### src/rtl/gpo_pad_ctrl.sv
// Core-side controller for the 1.8 V GPO pad: registers data/enable, and applies
// drive/slew/mode changes with the pad tristated around each update.
module gpo_pad_ctrl #(
    parameter int SETTLE_CYCLES = 4,
    parameter int CNT_W         = 8
) (
    input  logic       CLK_I,
    input  logic       RST_I,
    input  logic       do_i,
    input  logic       oe_i,
    input  logic       cfg_valid_i,
    output logic       cfg_ready_o,
    input  logic [1:0] ds_req_i,
    input  logic       sr_req_i,
    input  logic       co_req_i,
    input  logic [1:0] od_mode_i,
    input  logic       bias_ok_i,
    output logic       busy_o,
    output logic       ds_clamped_o,
    output logic       DO_O,
    output logic       OE_O,
    output logic [1:0] DS_O,
    output logic       SR_O,
    output logic       CO_O,
    output logic       ODP_O,
    output logic       ODN_O
);

    typedef enum logic [1:0] {IDLE, QUIESCE, APPLY, RESUME} state_t;

    localparam logic [CNT_W-1:0] CNT_LAST = CNT_W'(SETTLE_CYCLES - 1);

    state_t           state_q, state_d;
    logic [CNT_W-1:0] cnt_q, cnt_d;
    logic             accept, load_cfg;

    logic       live_req_q, live_req_d;
    logic [1:0] ds_req_q, ds_req_d;
    logic       sr_req_q, sr_req_d;
    logic       co_req_q, co_req_d;
    logic [1:0] od_req_q, od_req_d;

    logic [1:0] ds_cfg_q, ds_cfg_d;
    logic       sr_q, sr_d;
    logic       co_q, co_d;
    logic       odp_q, odp_d;
    logic       odn_q, odn_d;

    logic       bias_meta_q, bias_s_q;
    logic       do_q, do_d;
    logic       oe_q, oe_d;
    logic [1:0] ds_out_q, ds_out_d;
    logic       clamped_q, clamped_d;

    // Returns {ODP, ODN}; mode 11 falls back to push-pull.
    function automatic logic [1:0] od_decode(input logic [1:0] mode);
        case (mode)
            2'b01:   od_decode = 2'b10;
            2'b10:   od_decode = 2'b01;
            default: od_decode = 2'b00;
        endcase
    endfunction

    always_ff @(posedge CLK_I or posedge RST_I) begin
        if (RST_I) begin
            state_q <= IDLE;
            cnt_q   <= '0;
        end else begin
            state_q <= state_d;
            cnt_q   <= cnt_d;
        end
    end

    always_comb begin
        state_d = state_q;
        case (state_q)
            IDLE:    if (cfg_valid_i) state_d = oe_i ? QUIESCE : APPLY;
            QUIESCE: if (cnt_q == CNT_LAST) state_d = APPLY;
            APPLY:   state_d = live_req_q ? RESUME : IDLE;
            RESUME:  if (cnt_q == CNT_LAST) state_d = IDLE;
            default: state_d = IDLE;
        endcase

        // Cleared on each state entry and saturating at the last settle count.
        cnt_d = cnt_q;
        if (state_d != state_q) begin
            cnt_d = '0;
        end else if ((state_q == QUIESCE || state_q == RESUME) && cnt_q != CNT_LAST) begin
            cnt_d = cnt_q + CNT_W'(1);
        end
    end

    always_comb begin
        cfg_ready_o = (state_q == IDLE);
        busy_o      = (state_q != IDLE);
        accept      = (state_q == IDLE) && cfg_valid_i;
        load_cfg    = (state_q == APPLY);
    end

    always_comb begin
        live_req_d = accept ? oe_i      : live_req_q;
        ds_req_d   = accept ? ds_req_i  : ds_req_q;
        sr_req_d   = accept ? sr_req_i  : sr_req_q;
        co_req_d   = accept ? co_req_i  : co_req_q;
        od_req_d   = accept ? od_mode_i : od_req_q;

        ds_cfg_d       = load_cfg ? ds_req_q : ds_cfg_q;
        sr_d           = load_cfg ? sr_req_q : sr_q;
        co_d           = load_cfg ? co_req_q : co_q;
        {odp_d, odn_d} = load_cfg ? od_decode(od_req_q) : {odp_q, odn_q};

        // Output stage looks at the next config so a new setting appears the cycle after APPLY.
        do_d      = do_i;
        oe_d      = oe_i && (state_d == IDLE);
        ds_out_d  = bias_s_q ? ds_cfg_d : 2'b00;
        clamped_d = (ds_cfg_d != 2'b00) && !bias_s_q;
    end

    always_ff @(posedge CLK_I or posedge RST_I) begin
        if (RST_I) begin
            live_req_q  <= 1'b0;
            ds_req_q    <= 2'b00;
            sr_req_q    <= 1'b0;
            co_req_q    <= 1'b0;
            od_req_q    <= 2'b00;
            ds_cfg_q    <= 2'b00;
            sr_q        <= 1'b0;
            co_q        <= 1'b0;
            odp_q       <= 1'b0;
            odn_q       <= 1'b0;
            bias_meta_q <= 1'b0;
            bias_s_q    <= 1'b0;
            do_q        <= 1'b0;
            oe_q        <= 1'b0;
            ds_out_q    <= 2'b00;
            clamped_q   <= 1'b0;
        end else begin
            live_req_q  <= live_req_d;
            ds_req_q    <= ds_req_d;
            sr_req_q    <= sr_req_d;
            co_req_q    <= co_req_d;
            od_req_q    <= od_req_d;
            ds_cfg_q    <= ds_cfg_d;
            sr_q        <= sr_d;
            co_q        <= co_d;
            odp_q       <= odp_d;
            odn_q       <= odn_d;
            bias_meta_q <= bias_ok_i;
            bias_s_q    <= bias_meta_q;
            do_q        <= do_d;
            oe_q        <= oe_d;
            ds_out_q    <= ds_out_d;
            clamped_q   <= clamped_d;
        end
    end

    assign DO_O         = do_q;
    assign OE_O         = oe_q;
    assign DS_O         = ds_out_q;
    assign SR_O         = sr_q;
    assign CO_O         = co_q;
    assign ODP_O        = odp_q;
    assign ODN_O        = odn_q;
    assign ds_clamped_o = clamped_q;

endmodule

### config.mk
export PLATFORM = sky130hd
export DESIGN_NAME = gpo_pad_ctrl
export DESIGN_NICKNAME = d
export VERILOG_FILES = /design/src/rtl/gpo_pad_ctrl.sv
export SDC_FILE = /design/constraint.sdc
export NUM_CORES = 1
export LEC_CHECK = 0
export ABC_AREA = 0
export CAP_MARGIN = 15
export CORE_ASPECT_RATIO = 1.25
export CORE_MARGIN = 2
export CORE_UTILIZATION = 50
export CTS_CLUSTER_SIZE = 40
export DETAILED_ROUTE_END_ITERATION = 6
export MAX_ROUTING_LAYER = met4
export PLACE_DENSITY = 0.86
export SLEW_MARGIN = 20
export SYNTH_ARGS = -nofsm -noshare
export SYNTH_HDL_FRONTEND = slang
export SYNTH_SLANG_ARGS = --single-unit
### constraint.sdc
create_clock -name CLK_I -period 2.2 [get_ports CLK_I]
set_input_delay 0.66 -clock CLK_I [delete_from_list [all_inputs] [get_ports CLK_I]]
set_output_delay 0.66 -clock CLK_I [all_outputs]
set_load 0.02 [all_outputs]
==> impl_metrics.env <==
# implementation run metrics
export IMPL_post_place_ws_ns=0.170
export IMPL_pwr_share_comb=0.407
export IMPL_ir_drop_v=0.000912
export IMPL_cts_clk_slew_worst_paths_ns=0.08
export IMPL_met2_wirelength_um=1160
export IMPL_dieArea_um2=3020
export IMPL_hp_class="flop to flop"
export IMPL_top_area_frac=0.579
export IMPL_most_common_layout_cells="30 x dfrtp_1, 20 x clkdlybuf4s50_1, 8 x mux2_2, 8 x inv_1, 6 x o21ai_0"
export IMPL_grt_busiest_layer="met2"
export IMPL_cp_arrival_ns=1.38
export IMPL_cp_max_fo=2
export IMPL_synth_compound_area_share=0.114
export IMPL_ys_chip_area_um2=1300
export IMPL_synth_largest_area_cell="dfrtp_1"
export IMPL_cts_buffer_depth=2
export IMPL_finalClockSkew_ns=0.00549
export IMPL_reg2reg_from="cnt_q[0]$_DFFE_PP0P_"
export IMPL_status="completed"
export IMPL_fmax_mhz=491
export IMPL_cts_tree="built"
export IMPL_async_flop_share=1.00
export IMPL_grt_pass1_vias=913
export IMPL_area_growth_pct=24.7
export IMPL_hold_viol=0
export IMPL_final_core_util=0.660
export IMPL_antenna_cells=0
export IMPL_tool_warnings=26
export IMPL_met1_length_um=987
export IMPL_drcViolationCount=0
export IMPL_synth_area_top_cells="dfrtp_1 58%, mux2_2 6.9%, or3_1 2.4%"
export IMPL_hold_depth=0
export IMPL_postSynthSeqShare=0.579
export IMPL_postRouteAntennaNets=0
export IMPL_ys_types=31
export IMPL_met2_usage=0.318
export IMPL_ys_flop_type="dfrtp_1"
export IMPL_grt_ovfl_total=0
export IMPL_ys_sh_simple=0.147
export IMPL_power_mw=1.97
export IMPL_critPathCaptureType="output pin"
export IMPL_final_cells=172
export IMPL_whs_ns=0.369
export IMPL_use_met3=0.0665
export IMPL_critPathMaxStageDelay_ns=0.38
export IMPL_post_drt_wl_per_cell_um=13.3
export IMPL_finalWorstSetupSlack_ns=0.162
export IMPL_edf_count=0
export IMPL_top_cells_by_count="30 x dfrtp_1, 8 x inv_1, 8 x mux2_2"
export IMPL_synth_nets=123
export IMPL_path_cells="or2_2 > inv_1 > dlygate4sd2_1"
export IMPL_syn_area_per_cell_um2=11.8
export IMPL_setup_violations=0
export IMPL_hold_buffers=0
export IMPL_cpMaxStageDelayCell="dfrtp_1"
export IMPL_coreArea_um2=2450
export IMPL_grt_use_total=0.185
export IMPL_dr_pass1_iters=4
export IMPL_start_kind="flop"
export IMPL_wl_met3_um=102
export IMPL_p_per_area_nw_per_um2=1220
export IMPL_setup_worst_path_start="state_q[0]$_DFF_PP0_"
export IMPL_tns_ns=0
==> worst max-delay path: cells and delay by family, from the launching register on <==
family	cells	cell delay [ns]
buffers and inverters	2	0.37
and+or+nand+nor	1	0.30
DFF	1	0.38
==> cell type report <==
type / count / area (µm²)
clock buffer: 7 / 55.1
clock inverter: 1 / 5.00
fill: 227 / 835
inverter: 8 / 30.0
multi-input combinational: 67 / 488
sequential: 30 / 751
tap: 33 / 41.3
timing repair buffer: 26 / 248
==> path summary, 6_finish.rpt <==
kind / endpoint
hold / removal: bias_s_q$_DFF_PP0_
hold reg to reg: bias_s_q$_DFF_PP0_
setup reg to reg: state_q[0]$_DFF_PP0_
max in group asynchronous: ODP_O$_DFFE_PP0N_
min in group asynchronous: od_req_q[0]$_DFFE_PP0P_
setup / recovery: cfg_ready_o
Figure 1. Ports around the boundary.
Pins as bars across the die edge, other pins in grey.
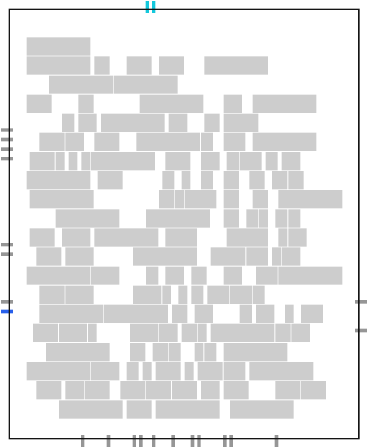
[blue] `sr_req_i` | pins: 1 | direction: input | edge: left
[cyan] `DS_O` | pins: 2 | direction: output | edge: top
all pins by edge: 11 bottom, 8 left, 2 top, 2 right
Die X: 49.6 µm
I/O Buffers: 22
Die Height: 61.0 µm

Figure 2. Signal wires by layer.
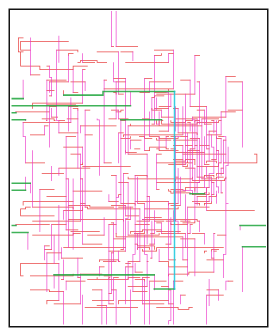
[green] M3 | wire length: 103 µm
[red] M1 | wire length: 988 µm
[cyan] M4 | wire length: 38.1 µm
[magenta] M2 | wire length: 1160 µm

Figure 3. Clock wires, drivers and flops.
The bar under the picture is 10 µm long.
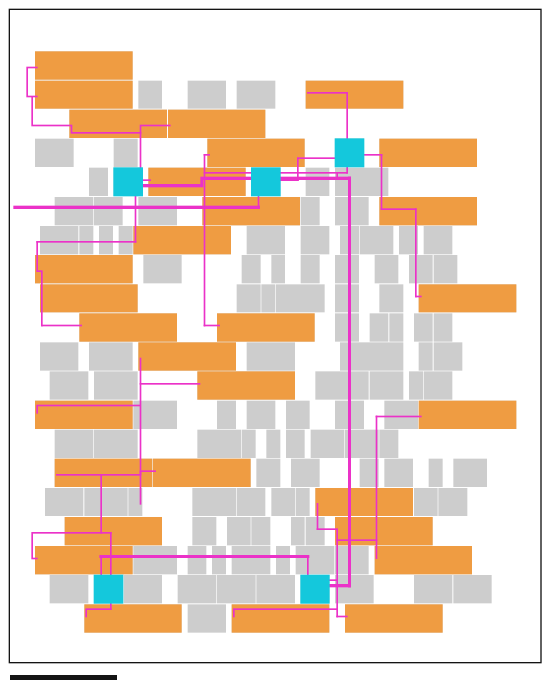
[orange] flip-flops | count: 30
[cyan] clock-net drivers | count: 5
[magenta] clock wires | length: 348 µm
routed clock nets: 6
flops lie: spread over the die

Figure 4. Placed cells, one colour a class.
Fill, decap, tap and diode cells in grey.
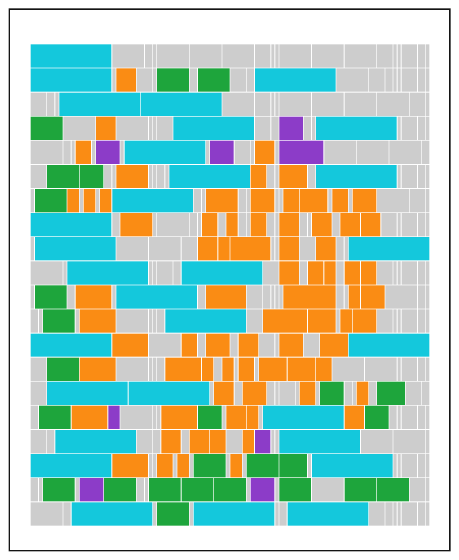
[purple] clock drivers and dummy loads | cells: 8 | share of their area: 3.8%
[green] remaining buffers and delay cells | cells: 26 | share of their area: 16%
[cyan] registers | cells: 30 | share of their area: 48%
[orange] remaining logic cells | cells: 75 | share of their area: 33%

